[src/rtl/cmp_sched_pkg.sv]
// Shared types and helpers for the round-robin comparator scheduler.
package cmp_sched_pkg;

  localparam int unsigned MAX_REQ  = 16;
  localparam int unsigned CNTW_DEF = 16;
  localparam logic [CNTW_DEF-1:0] N_DONE_SAT = '1;

  typedef enum logic [1:0] {
    IDLE = 2'd0,
    CMP  = 2'd1,
    RESP = 2'd2
  } state_t;

  function automatic logic [3:0] rr_pick(input logic [MAX_REQ-1:0] req,
                                         input logic [3:0]         last,
                                         input int unsigned        n_req);
    logic [3:0] w;
    int         idx;
    w = last;
    // Scan far-to-near so the closest set bit after last is the one that sticks.
    for (int k = MAX_REQ; k >= 1; k--) begin
      if (k <= int'(n_req)) begin
        idx = (int'(last) + k) % int'(n_req);
        if (req[idx]) w = idx[3:0];
      end
    end
    return w;
  endfunction

endpackage

[src/rtl/cmp_core.sv]
// Combinational ripple subtractor X + ~Y + 1 with N/Z/C/V flags.
module cmp_core #(
  parameter int unsigned W = 32
) (
  input  logic [W-1:0] x,
  input  logic [W-1:0] y,
  output logic [W-1:0] s,
  output logic         c_out,
  output logic         v,
  output logic         n,
  output logic         z
);

  logic cy;
  logic cy_msb_in;
  logic yb;

  always_comb begin
    s         = '0;
    cy        = 1'b1;
    cy_msb_in = 1'b0;
    yb        = 1'b0;
    for (int i = 0; i < int'(W); i++) begin
      yb   = ~y[i];
      s[i] = x[i] ^ yb ^ cy;
      if (i == int'(W) - 1) cy_msb_in = cy;
      cy   = (x[i] & yb) | (cy & (x[i] ^ yb));
    end
  end

  assign c_out = cy;
  assign v     = cy ^ cy_msb_in;
  assign n     = s[W-1];
  assign z     = (s == '0);

endmodule

[src/rtl/cmp_rr_sched.sv]
// Round-robin scheduler sharing one magnitude comparator among N_REQ requesters.
module cmp_rr_sched
  import cmp_sched_pkg::*;
#(
  parameter int unsigned N_REQ = 4,
  parameter int unsigned W     = 32,
  parameter int unsigned CNTW  = CNTW_DEF,
  parameter int unsigned IDW   = $clog2(N_REQ)
) (
  input  logic               Clock,
  input  logic               Resetn,
  input  logic [N_REQ-1:0]   req,
  input  logic [N_REQ*W-1:0] a_in,
  input  logic [N_REQ*W-1:0] b_in,
  output logic [N_REQ-1:0]   gnt,
  output logic               busy,
  output logic               done,
  output logic [IDW-1:0]     done_id,
  output logic               eq,
  output logic               lt_s,
  output logic               lt_u,
  output logic               ovf,
  output logic [CNTW-1:0]    n_done
);

  state_t         state;
  logic [IDW-1:0] last;
  logic [IDW-1:0] id;
  logic [IDW-1:0] win;
  logic [W-1:0]   op_x;
  logic [W-1:0]   op_y;

  logic [W-1:0]   unused_diff;
  logic           cmp_c, cmp_v, cmp_n, cmp_z;

  assign win  = IDW'(rr_pick(MAX_REQ'(req), 4'(last), N_REQ));
  assign busy = (state != IDLE);

  // Only the flags are needed; the raw difference is left unused.
  cmp_core #(
    .W(W)
  ) u_core (
    .x    (op_x),
    .y    (op_y),
    .s    (unused_diff),
    .c_out(cmp_c),
    .v    (cmp_v),
    .n    (cmp_n),
    .z    (cmp_z)
  );

  always_ff @(posedge Clock or negedge Resetn) begin
    if (!Resetn) begin
      state   <= IDLE;
      last    <= IDW'(N_REQ - 1);
      id      <= '0;
      op_x    <= '0;
      op_y    <= '0;
      gnt     <= '0;
      done    <= 1'b0;
      done_id <= '0;
      eq      <= 1'b0;
      lt_s    <= 1'b0;
      lt_u    <= 1'b0;
      ovf     <= 1'b0;
      n_done  <= '0;
    end else begin
      case (state)
        IDLE: begin
          if (|req) begin
            op_x  <= a_in[win*W +: W];
            op_y  <= b_in[win*W +: W];
            gnt   <= {{(N_REQ-1){1'b0}}, 1'b1} << win;
            id    <= win;
            last  <= win;
            state <= CMP;
          end
        end
        CMP: begin
          eq      <= cmp_z;
          lt_s    <= cmp_n ^ cmp_v;
          lt_u    <= ~cmp_c;
          ovf     <= cmp_v;
          done_id <= id;
          done    <= 1'b1;
          gnt     <= '0;
          state   <= RESP;
        end
        RESP: begin
          done  <= 1'b0;
          if (n_done != {CNTW{1'b1}}) n_done <= n_done + 1'b1;
          state <= IDLE;
        end
        default: state <= IDLE;
      endcase
    end
  end

endmodule

[config.mk]
export PLATFORM = sky130hd
export DESIGN_NAME = cmp_rr_sched
export DESIGN_NICKNAME = d
export VERILOG_FILES = /design/src/rtl/cmp_sched_pkg.sv /design/src/rtl/cmp_core.sv /design/src/rtl/cmp_rr_sched.sv
export SDC_FILE = /design/constraint.sdc
export NUM_CORES = 1
export LEC_CHECK = 0
export CAP_MARGIN = 10
export CORE_MARGIN = 2
export CORE_UTILIZATION = 46
export DETAILED_ROUTE_END_ITERATION = 8
export PLACE_DENSITY = 0.84
export SLEW_MARGIN = 20
export SYNTH_ARGS = -nofsm -noshare
export SYNTH_HDL_FRONTEND = slang
export SYNTH_SLANG_ARGS = --single-unit
export TNS_END_PERCENT = 5
[constraint.sdc]
create_clock -name Clock -period 15.9 [get_ports Clock]
set_input_delay 2.385 -clock Clock [delete_from_list [all_inputs] [get_ports Clock]]
set_output_delay 2.385 -clock Clock [all_outputs]
set_load 0.005 [all_outputs]
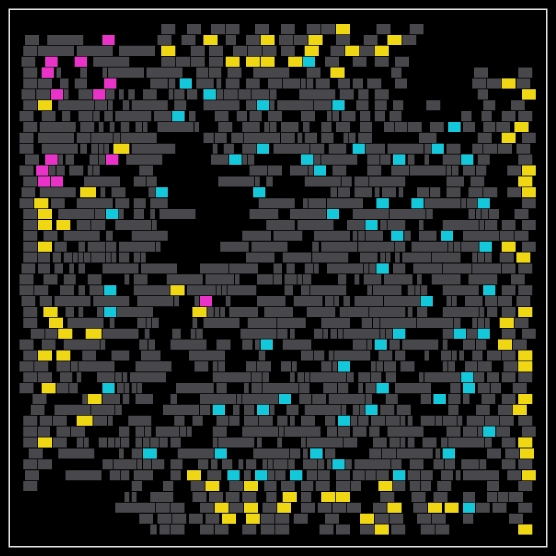
Run 1: gate families picked out
Drawn at 4 px/um.
family	colour	cells	most used
xor and xnor cells	magenta	13	xnor2_1
non-inverting ao/oa cells	cyan	58	o22a_1
mux cells	yellow	71	mux2i_1
non-filler instance count after layout: 1266
Top cell excl fill/tap: clkdlybuf4s50_1
Comb/total area: 43.8%

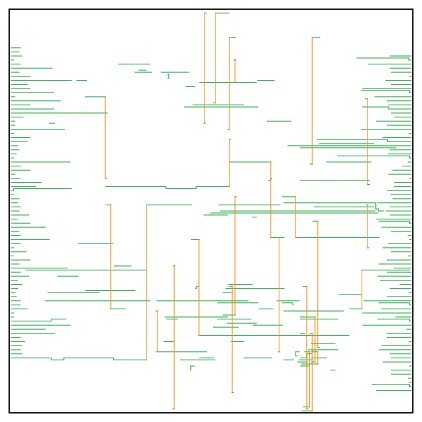
Run 1: wiring by layer
Drawn at 3 px/um. Two of the layers only.
layer	colour	wire length
M3	green	2290 um
M4	orange	723 um
GR Util All Layers: 30.5%
vias post-DR: 7639
WL per Instance: 21.4 um
final wirelength: 27100 um

==> impl_metrics.json, run 1 <==
{
  "status": "complete, no violations",
  "cpPeakStageDelay_ns": 0.45,
  "ys.warnings.count": 0,
  "r2r-start": "op_x[0]",
  "postCtsHoldBufs": 0,
  "grt_use_met2_pct": 51.7,
  "relSlewSlack_pct": 40.1,
  "die_width_um": 134,
  "dr.first_iter.drc_count": 449,
  "first_global_vias": 7700,
  "hold_viol": 0,
  "finalCritPeriodShare_pct": 84.2,
  "nNonClkInverters": 47,
  "num-multi-input-gates": 586,
  "fin_skew_ns": 0.00738,
  "endpoint": "eq",
  "synthCells": 802,
  "drtAntennaViolNets": 0,
  "synth-compound-area-share_pct": 28.4,
  "io_buffers": 289,
  "pin_count": 290,
  "crit_family": "adder cells",
  "combPwrFrac_pct": 64.5,
  "wirelength_met1_um": 11000,
  "cp.required_ns": 16.17,
  "wl_met2_um": 13100,
  "drv_cap": 0,
  "adder_share_pct": 9.21,
  "ff_type": "dfrtp_1",
  "whs_ns": 0.494,
  "flop_area_um2": 2430,
  "ys_seq_share_pct": 31.3,
  "synth_cell_types": 51,
  "path_max_fanout": 3,
  "fmax_ghz": 0.0747,
  "path_depth": 40,
  "setup_ws_ns": 2.51,
  "rsz0062_at_grt": "false",
  "logic_area_um2": 4800,
  "row_count": 47,
  "grt-busiest-layer": "met2",
  "top_cell_area_share_pct": 30.6,
  "critPathBufInv": 4,
  "taps": 220,
  "setup-tns-final_ns": 0,
  "top_area_cell": "dfrtp_1",
  "fp_util_pct": 47.0,
  "fillers": 1339,
  "place_ws_ns": 2.54,
  "start_kind": "flop",
  "critical_path_class": "reg2reg",
  "fin_area_um2": 11000,
  "yosys-top-cells-count": "95 x dfrtp_1, 74 x nor2_1, 71 x o21ai_0, 67 x mux2i_1, 64 x a221oi_1",
  "yosys_area_um2": 7770,
  "clock_latency_ns": 0.36,
  "biggestRegsByFlops": "op_x x32, op_y x32, n_done x16",
  "fp_nets": 1102,
  "htree_levels": 3,
  "powerSeq_mw": 0.470,
  "die_height_um": 134,
  "cts_made_buffers": 9,
  "cts_sinks": 97,
  "total_leakage_power_nw": 4.31,
  "route.detailed.drc": 0,
  "p_int_mw": 1.06,
  "grt_pass1_wl_um": 42700,
  "cts_setup_buffers": 0,
  "ir_drop_uv": 134,
  "cts_tree": "done",
  "core_area_um2": 16500,
  "place_congestion": 0.910,
  "ys_cells": 802,
  "fin_crit_ns": 13.39,
  "logic_family": "AND-OR/OR-AND gates",
  "post-place-cells": 1250,
  "clock_path_buffers": 2,
  "grt_start_max_net_pins": 95,
  "nets": 1341,
  "placed_cell_area_um2": 10700,
  "synth_area_um2": 7770,
  "edf_count": 0,
  "drv_slew": 0,
  "flops": 97,
  "post_cts_resized": 0,
  "worstPathArrival_ns": 13.67,
  "drive_gt1_share_pct": 7.07,
  "async_flop_share_pct": 100,
  "power-top-group": "combinational cells",
  "yosysMostFrequentCell": "dfrtp_1",
  "area_growth_pct": 41.0,
  "hp-class": "reg2reg",
  "synthTopCellsByArea": "dfrtp_1 31%, mux2i_1 8.6%, fa_1 8.2%",
  "use_met3_pct": 6.54,
  "largest_cell_class": "logic gates",
  "clock_buffers": 11,
  "p_switching_mw": 0.905,
  "drt_pass1_iterations": 7,
  "grt_overflow": 0,
  "critPathSlowestCell": "fa_1",
  "crit_path_frequent_cell": "fa_1"
}
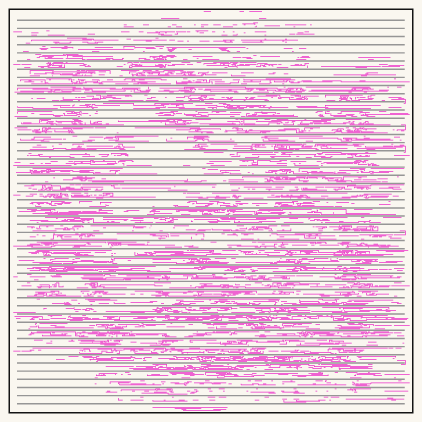
Run 1: signal wires on met1
Drawn at 3 px/um. Supply wires on this layer in grey.
nets with wire on the layer	1187
wire length on this layer	11000 um
M1 GR Usage: 39.1%

Run 1, a small window of the routed layout:
Window x 52 to 82, y 79 to 109 um. Cells in grey, sequential cells in the stronger grey; small squares are vias.
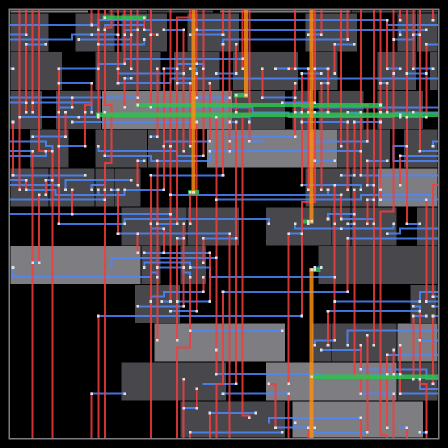

==> run 1 -> run 2 <==
--- a/config.mk
+++ b/config.mk
@@ -7,9 +7,9 @@
 export LEC_CHECK = 0
 export CAP_MARGIN = 10
 export CORE_MARGIN = 2
-export CORE_UTILIZATION = 46
+export CORE_UTILIZATION = 41
 export DETAILED_ROUTE_END_ITERATION = 8
-export PLACE_DENSITY = 0.84
+export PLACE_DENSITY = 0.79
 export SLEW_MARGIN = 20
 export SYNTH_ARGS = -nofsm -noshare
 export SYNTH_HDL_FRONTEND = slang
==> constraint.sdc (replaced) <==
create_clock -name Clock -period 11.75 [get_ports Clock]
set_input_delay 1.7625 -clock Clock [delete_from_list [all_inputs] [get_ports Clock]]
set_output_delay 1.7625 -clock Clock [all_outputs]
set_load 0.005 [all_outputs]
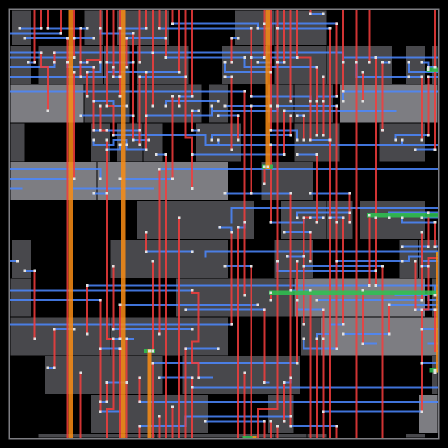
Run 2: a small window of the routed layout
Window x 56 to 86, y 84 to 114 um. Cells in grey, sequential cells in the stronger grey; small squares are vias.
layer	colour
M4	orange
M3	green
M1	blue
M2	red
sequential cells in the window	6
most frequent	fa_2 (8), nor2_1 (6), dfrtp_1 (6)
cells with their middle in the window	46
netlist names of flops here include	op_y (6)

==> run 2 against run 1 <==
  * The run now ends with negative setup slack left
  * Hold slack worse by 0.011 ns
  * Final cell count up 1.3%
  * Routed wire length up 2.3%
  * Sequential cell count unchanged
==> impl_metrics.json, run 2 <==
{
  "biggestRegsByFlops": "op_x x32, op_y x32, n_done x16",
  "comb_area_share_pct": 44.1,
  "nNonClkInverters": 47,
  "fillers": 1603,
  "fp_nets": 1102,
  "fmax_ghz": 0.0838,
  "drv_cap": 0,
  "cp.required_ns": 12.02,
  "logic_family": "AND-OR/OR-AND gates",
  "path_depth": 40,
  "rsz0062_at_grt": "true",
  "grt_pass1_wl_um": 41300,
  "grt-busiest-layer": "met2",
  "violations": "negative setup slack",
  "area_growth_pct": 42.5,
  "top_cell_area_share_pct": 30.6,
  "post-place-cells": 1267,
  "p_switching_mw": 1.24,
  "critical_path_class": "reg2reg",
  "flop_area_um2": 2430,
  "clock_path_buffers": 2,
  "ys.warnings.count": 0,
  "hold_viol": 0,
  "hp-class": "reg2reg",
  "fin_crit_ns": 11.94,
  "place_congestion": 0.884,
  "row_count": 50,
  "synthTopCellsByArea": "dfrtp_1 31%, mux2i_1 8.6%, fa_1 8.2%",
  "nets": 1344,
  "endpoint": "eq",
  "relSlewSlack_pct": 30.0,
  "top_area_cell": "dfrtp_1",
  "total_leakage_power_nw": 4.29,
  "ir_drop_uv": 179,
  "critPathSlowestCell": "fa_1",
  "final_common_cell": "clkdlybuf4s50_1",
  "edf_count": 0,
  "combPwrFrac_pct": 64.6,
  "fp_util_pct": 41.7,
  "fin_skew_ns": 0.00914,
  "crit_path_frequent_cell": "fa_2",
  "powerSeq_mw": 0.652,
  "cts_tree": "done",
  "drt_wl_total_um": 27700,
  "drv_slew": 0,
  "place_ws_ns": -0.397,
  "routedWlPerCell_um": 21.6,
  "synth_cell_types": 51,
  "taps": 234,
  "yosysMostFrequentCell": "dfrtp_1",
  "status": "complete, but fails checks",
  "logic_area_um2": 4880,
  "critPathBufInv": 4,
  "htree_levels": 3,
  "setup_ws_ns": -0.189,
  "num-multi-input-gates": 586,
  "die_width_um": 142,
  "setup_viol": 1,
  "cts_setup_buffers": 0,
  "placed_cell_area_um2": 10800,
  "route.detailed.drc": 0,
  "finalCritPeriodShare_pct": 102,
  "pin_count": 290,
  "p_int_mw": 1.47,
  "clock_latency_ns": 0.36,
  "drt_pass1_iterations": 5
}
==> run 2 -> run 3 <==
--- a/config.mk
+++ b/config.mk
@@ -14,4 +14,4 @@
 export SYNTH_ARGS = -nofsm -noshare
 export SYNTH_HDL_FRONTEND = slang
 export SYNTH_SLANG_ARGS = --single-unit
-export TNS_END_PERCENT = 5
+export TNS_END_PERCENT = 1
==> constraint.sdc (replaced) <==
create_clock -name Clock -period 11.75 [get_ports Clock]
set_input_delay 1.7625 -clock Clock [delete_from_list [all_inputs] [get_ports Clock]]
set_output_delay 1.7625 -clock Clock [all_outputs]
set_load 0.1 [all_outputs]
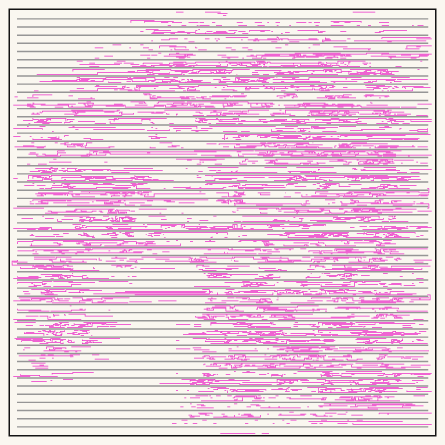
Run 3: signal wires on met1
Drawn at 3 px/um. Supply wires on this layer in grey.
longest straight run	58.4 um
wire length on this layer	11300 um
M1 GR Usage: 35.3%
final wirelength: 27700 um

==> run 3 against run 2 <==
  * The run still ends with negative setup slack left
  * Clock power barely moved
  * Hold slack did not move
  * Routed wire length did not move
  * Final area did not move
  * Synthesized cell count did not move
  * Register-to-register slack barely moved
  * Die size did not move
  * Final cell count did not move
  * Non-clock buffer count did not move
  * Worst setup slack did not move
  * Sequential cell count did not move
  * Critical path type unchanged
  * Critical endpoint unchanged
  * Largest cell class unchanged
  * Highest routed layer unchanged
==> impl_metrics.json, run 3 <==
{
  "worstPathArrival_ns": 12.21,
  "hp-class": "reg2reg",
  "io_buffers": 289,
  "fillers": 1603,
  "yosysMostFrequentCell": "dfrtp_1",
  "grt_overflow": 0,
  "htree_levels": 3,
  "endpoint": "eq",
  "clock_buffers": 14,
  "pin_count": 290,
  "total_leakage_power_nw": 4.29,
  "logic_family": "AND-OR/OR-AND gates",
  "ff2ff_setup_slack_ns": -0.19,
  "fp_util_pct": 41.7,
  "synth_area_um2": 7770,
  "hold_viol": 0,
  "row_count": 50,
  "combPwrFrac_pct": 66.9,
  "drt_pass1_iterations": 5,
  "drv_slew": 0,
  "setup-tns-final_ns": -0.189,
  "grt_pass1_wl_um": 41300,
  "post-place-cells": 1267,
  "ir_drop_uv": 309,
  "cts_made_buffers": 9,
  "place_congestion": 0.884,
  "violations": "negative setup slack",
  "yosys-top-cells-count": "95 x dfrtp_1, 74 x nor2_1, 71 x o21ai_0, 67 x mux2i_1, 64 x a221oi_1",
  "setup_viol": 1,
  "comb_area_share_pct": 44.1,
  "fin_crit_ns": 11.94,
  "ys_cells": 802,
  "biggestRegsByFlops": "op_x x32, op_y x32, n_done x16",
  "power_frac_clock_pct": 10.6,
  "antenna_found_initial": 0,
  "grt_use_total_pct": 27.0,
  "critical_path_class": "reg2reg",
  "top_area_cell": "dfrtp_1",
  "status": "complete, but fails checks",
  "setup_ws_ns": -0.189,
  "critPathSlowestCell": "fa_1",
  "drtAntennaViolNets": 0,
  "drv_cap": 0,
  "grt_use_met2_pct": 44.3,
  "placed_cell_area_um2": 10800,
  "critPathBufInv": 4,
  "cts_sinks": 97,
  "routedWlPerCell_um": 21.6,
  "crit_path_frequent_cell": "fa_2",
  "first_global_vias": 7264,
  "nNonClkInverters": 47,
  "drive_gt1_share_pct": 10.2,
  "place_ws_ns": -0.397,
  "fp_nets": 1102,
  "async_flop_share_pct": 100,
  "via_count": 7590,
  "cts_tree": "done",
  "fmax_ghz": 0.0838,
  "p_switching_mw": 1.43,
  "flops": 97,
  "r2r-start": "op_x[0]",
  "synthTopCellsByArea": "dfrtp_1 31%, mux2i_1 8.6%, fa_1 8.2%",
  "postCtsHoldBufs": 0,
  "adder_share_pct": 9.21,
  "ys.warnings.count": 0,
  "ys_seq_share_pct": 31.3,
  "fin_skew_ns": 0.00914,
  "flop_area_um2": 2430,
  "cpPeakStageDelay_ns": 0.40,
  "hpwl_um": 20400,
  "use_met3_pct": 6.11,
  "power-top-group": "combinational cells",
  "route.detailed.drc": 0,
  "logic_area_um2": 4880,
  "clock_latency_ns": 0.36,
  "cp.required_ns": 12.02,
  "taps": 234,
  "largest_cell_class": "logic gates",
  "area_growth_pct": 42.5,
  "edf_count": 0,
  "nets": 1344,
  "dr.first_iter.drc_count": 451,
  "finalPower_mw": 2.90,
  "start_kind": "flop",
  "synth-xor-area-share_pct": 1.47,
  "top_cell_area_share_pct": 30.6,
  "grt_start_max_net_pins": 118,
  "rsz0062_at_grt": "true",
  "path_depth": 40,
  "wl_met2_um": 13300,
  "fin_area_um2": 11100,
  "p_int_mw": 1.47,
  "die_width_um": 142,
  "num-multi-input-gates": 586,
  "ff_type": "dfrtp_1",
  "synth-compound-area-share_pct": 28.4,
  "synthCells": 802,
  "synth_cell_types": 51,
  "wirelength_met1_um": 11300,
  "clock_path_buffers": 2,
  "post_cts_resized": 9,
  "die_height_um": 142,
  "path_max_fanout": 2,
  "final_common_cell": "clkdlybuf4s50_1",
  "cts_setup_buffers": 0,
  "final_cells": 1283,
  "powerSeq_mw": 0.652,
  "yosys_area_um2": 7770
}

==> notes/layouts.md <==
Pictures saved along the way, in no particular order.

Track usage over the die.
Plate I
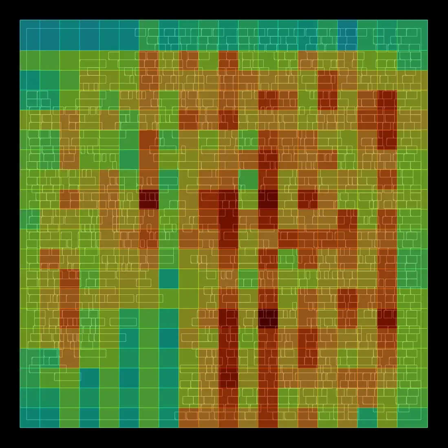
Plate II
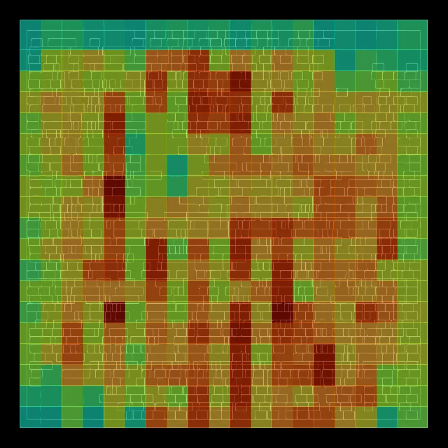
Plate II -> run 1
Plate I -> run 3

Power is estimated from default activity; no workload was simulated.
